===== config.mk =====
export PLATFORM = sky130hd
export DESIGN_NAME = ifetch_stage
export DESIGN_NICKNAME = d
export VERILOG_FILES = /design/src/rtl/ifetch_stage_pkg.sv /design/src/rtl/ifid_latch.sv /design/src/rtl/ifetch_stage.sv
export SDC_FILE = /design/constraint.sdc
export NUM_CORES = 1
export LEC_CHECK = 0
export CORE_ASPECT_RATIO = 1.4
export CORE_MARGIN = 5
export CORE_UTILIZATION = 47
export CTS_CLUSTER_SIZE = 30
export DETAILED_ROUTE_END_ITERATION = 10
export PLACE_DENSITY = 0.86
export SYNTH_ARGS = -nofsm -noshare
export SYNTH_HDL_FRONTEND = slang
export SYNTH_SLANG_ARGS = --single-unit

===== constraint.sdc =====
create_clock -name CLK -period 2.5 [get_ports CLK]
set_input_delay 0.375 -clock CLK [delete_from_list [all_inputs] [get_ports CLK]]
set_output_delay 0.375 -clock CLK [all_outputs]
set_load 0.01 [all_outputs]

===== src/rtl/ifetch_stage_pkg.sv =====
// Shared pipeline types for the fetch stage: machine word, IF/ID payload and the
// next-PC select encoding driven by decode.
package ifetch_stage_pkg;

  typedef logic [31:0] word_t;

  typedef enum logic [1:0] {
    PC_SEQ = 2'd0,
    PC_BR  = 2'd1,
    PC_J   = 2'd2,
    PC_JR  = 2'd3
  } pcsel_t;

  typedef struct packed {
    word_t instr;
    word_t pc;        // PC+4 of the instruction
    word_t imemAddr;  // address it was fetched from
  } ifetch_t;

  localparam word_t WORD_BYTES = 32'd4;

endpackage


===== src/rtl/ifid_latch.sv =====
// Generic pipeline stage register: ifetch_t payload plus valid, with load, flush and
// bubble controls. A bubble clears valid and the instruction word only.
module ifid_latch
  import ifetch_stage_pkg::*;
(
  input  logic    CLK,
  input  logic    nRST,
  input  logic    load,
  input  logic    flush,
  input  logic    bubble,
  input  ifetch_t din,
  output ifetch_t dout,
  output logic    valid
);

  always_ff @(posedge CLK or negedge nRST) begin
    if (!nRST) begin
      dout  <= '0;
      valid <= 1'b0;
    end else if (flush || bubble) begin
      dout.instr <= '0;
      valid      <= 1'b0;
    end else if (load) begin
      dout  <= din;
      valid <= 1'b1;
    end
  end

endmodule


===== src/rtl/ifetch_stage.sv =====
// Instruction-fetch stage: PC register, next-PC selection, miss-safe redirect
// handling (DRAIN) and terminal halt, feeding the IF/ID latch.
module ifetch_stage
  import ifetch_stage_pkg::*;
#(
  parameter word_t PC_INIT = 32'h0000_0000
) (
  input  logic   CLK,
  input  logic   nRST,
  input  logic   ihit,
  input  word_t  imemload,
  output logic   imemREN,
  output word_t  imemaddr,
  input  logic   stall,
  input  logic   flush,
  input  pcsel_t pc_sel,
  input  word_t  brAddr,
  input  word_t  jAddr,
  input  word_t  jrAddr,
  input  logic   halt,
  output word_t  ifid_instr,
  output word_t  ifid_pc,
  output word_t  ifid_imemAddr,
  output logic   ifid_valid
);

  typedef enum logic [1:0] {
    FETCH,
    DRAIN,
    HALTED
  } fetch_state_t;

  fetch_state_t state;
  word_t        pc;
  word_t        pend_addr;
  word_t        pc_next4;
  word_t        target;
  logic         redirect;
  logic         latch_load;
  logic         latch_bubble;
  ifetch_t      latch_din;
  ifetch_t      latch_dout;

  assign pc_next4 = pc + WORD_BYTES;
  assign redirect = (pc_sel != PC_SEQ);
  assign imemaddr = pc;
  assign imemREN  = (state != HALTED);

  always_comb begin
    target = jrAddr;
    case (pc_sel)
      PC_BR:   target = brAddr;
      PC_J:    target = jAddr;
      default: target = jrAddr;
    endcase
  end

  // Only a clean hit in FETCH with no halt/redirect/stall loads; stall simply holds.
  always_comb begin
    latch_load   = 1'b0;
    latch_bubble = 1'b0;
    if (state == FETCH) begin
      if (halt || redirect)  latch_bubble = 1'b1;
      else if (stall)        latch_bubble = 1'b0;
      else if (ihit)         latch_load   = 1'b1;
      else                   latch_bubble = 1'b1;
    end else begin
      latch_bubble = 1'b1;
    end
  end

  always_ff @(posedge CLK or negedge nRST) begin
    if (!nRST) begin
      state     <= FETCH;
      pc        <= PC_INIT;
      pend_addr <= '0;
    end else begin
      case (state)
        FETCH: begin
          if (halt) begin
            state <= HALTED;
          end else if (redirect) begin
            // On a miss the request address must stay put; park the target.
            if (ihit) begin
              pc <= target;
            end else begin
              pend_addr <= target;
              state     <= DRAIN;
            end
          end else if (!stall && ihit) begin
            pc <= pc_next4;
          end
        end
        DRAIN: begin
          if (halt) begin
            state <= HALTED;
          end else begin
            if (redirect) pend_addr <= target;
            if (ihit) begin
              pc    <= redirect ? target : pend_addr;
              state <= FETCH;
            end
          end
        end
        HALTED: ;
        default: state <= FETCH;
      endcase
    end
  end

  assign latch_din = '{instr: imemload, pc: pc_next4, imemAddr: pc};

  ifid_latch u_ifid (
    .CLK    (CLK),
    .nRST   (nRST),
    .load   (latch_load),
    .flush  (flush),
    .bubble (latch_bubble),
    .din    (latch_din),
    .dout   (latch_dout),
    .valid  (ifid_valid)
  );

  assign ifid_instr    = latch_dout.instr;
  assign ifid_pc       = latch_dout.pc;
  assign ifid_imemAddr = latch_dout.imemAddr;

endmodule


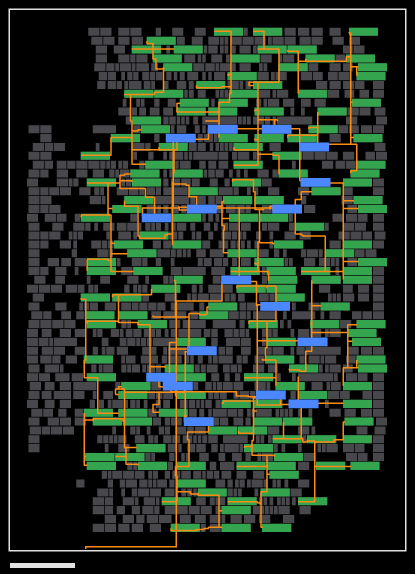
*Clock distribution*
Scale bar: 20 um.
legend:
  orange:
    item: clock wires
    length: 1950 um
  blue:
    item: clock drivers
    count: 17
  green:
    item: flip-flops
    count: 161
routed clock nets: 18

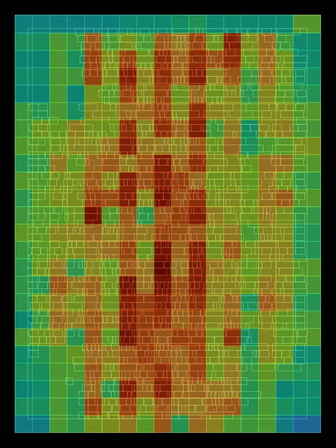
*Congestion heat map*
grt met3 use: 5.55%
routing usage on met1: 32.2%
Total GRT Usage: 24.9%
GRT busiest layer: met2
fin util: 69.5%

==> notes.md <==
fresh numbers from the pnr run: status finished clean, Int Pwr 7.07 mW, power per cell area between 800 and 900 nW/um^2, # nets final 1273, routed via count 7824, ys async rst share 100%, pin count of the biggest net entering global routing 95, Late-Pin Clk Latency about 420 ps, CTS max path bufs 2, clock network area share 5.43%, post-route cell area 11900 um^2, sequential share of power a little under two fifths, non-filler cells in the finished layout 1381, combinational power share 34.9%, cell area after synthesis 8150 um^2, fp util 47.4%, global route total overflow 0, Ports ~270, Filler cells around 1300, syn_area_per_cell 9.23 um^2, DR WL/cell 18.6 um, share of layout cells above drive strength 1 9.34%, CTS H-Tree Depth 4, Synth top area share 49.4%, clock root buffer clkbuf_16, Min-Delay Path Class in -> async, Post-Syn Instances 883, Critical R2R Launch imemaddr[11], Synth top cell by count nand2_1, CP startpoint imemaddr[11], hold buffer count at CTS 1, Synth Net Count about 1000, Slew headroom between 60% and 70%, Setup Fix Bufs, Post-CTS 0, global placement routability congestion 0.884, post-route DRC violation count 0, Clock power frac 26.7%, Setup Crit Path Kind reg -> reg, multi-input gate share of the layout cell area 31.3%, Die W 121 um, post-detail-place hpwl 19.0 mm, buffers added on ports 265, number of enable flip-flop cells 0, CP Launch Type flip-flop, vias in the first global route 7646, synthesis-to-layout area growth 46.4%, synth top area cells dfrtp_1, nand2_1, o21ai_0, DRT Pass-1 Iters 7, switching pwr between 3 and 4 mW, clock buffers 18, path length in cells of the critical path 5, flop share of the area 33.7%, R2R depth 5, Post-Route WL 25.7 mm, fmax 0.447 GHz, Seq Cell Count roughly 160, comb. cell area ~3700 um^2, Non-Clock Buffer Count 316, DIE HEIGHT 166 um, CP Capture Type flip-flop, first-pass GRT wire length 40.5 mm, Diodes inserted 0, cell family with most CP delay simple AND/OR/NAND/NOR gates, TritonCTS Sinks 161, Non-clk invs 9, pre-CTS setup slack -43.7 ps, DR vias/cell ~5.7, top cells by count nand2_1, dfrtp_1, o21ai_0, Slew Limit Fails 0, Yosys Chip Area 8150 um^2, Worst path max stage delay 590 ps, CTS tree done, total die size 20100 um^2, FF/Latch Area 4030 um^2, cells in synth_stat.txt 883, Worst-Margin Slew 545 ps, RSZ-0062 raised after global routing no, Non-clock buffers, area share between 20% and 30%, core area 17200 um^2, Worst setup endpoint imemaddr[25], crit path DRT 2790 ps, Sw Ratio 34.2%, Final TNS setup 0 ps, Pleak 5.26 nW, distinct lib cells approximately 61, Synth Seq Share 49.4%, Log Warnings 28, Setup Viol. Count Final 0, Top Layout Cells clkdlybuf4s50_1, nand2_1, dfrtp_1, o21ai_0, a22o_1, combinational power roughly 3.8 mW, Antenna Nets Post-Route 0, Seq cells post-synth 161, CTS resizes 0, Hold Violations, Final 0, clock period minus worst slack 2240 ps, Pwr top registers, initial antenna violation count 0, DP Area 11300 um^2, multi-input gates between 600 and 700, Final period util 89.5%, Worst path slowest cell or4_4, commonest register cell after synthesis dfrtp_1, Worst EP arrival 2520 ps, Buf/Inv on CP 0
[layer usage]
metal | global-route usage [%] | up-vias | part of all wire [%]
met3 | 5.55 | 61 | 8.5
met1 | 32.2 | 3754 | 40
li1 | - | 3628 | -
met2 | 40.5 | 381 | 49
met5 | 0 | - | 0
met4 | 9.56 | 0 | 3.3
[kinds of logic (layout without fill, tap and decap cells)]
kind of cell    Yosys count  in the layout  share of synthesized area [%]
compound gates          258            258                           21.3
mux                      21             21                           2.69
buf+inv                  94            356                           4.77
xor+xnor                 28             28                           3.01
fa+ha+maj                 4              4                          0.614
simple gates            317            317                           18.2
flops                   161            161                           49.4
[state kept, by name (all words and copies together), names as in the netlist]
name and cells:
u_ifid.dout 94, imemaddr 32, pend_addr 32, state 2, u_ifid.valid 1
No activity file was given, so power comes from the tool's default toggle rates.
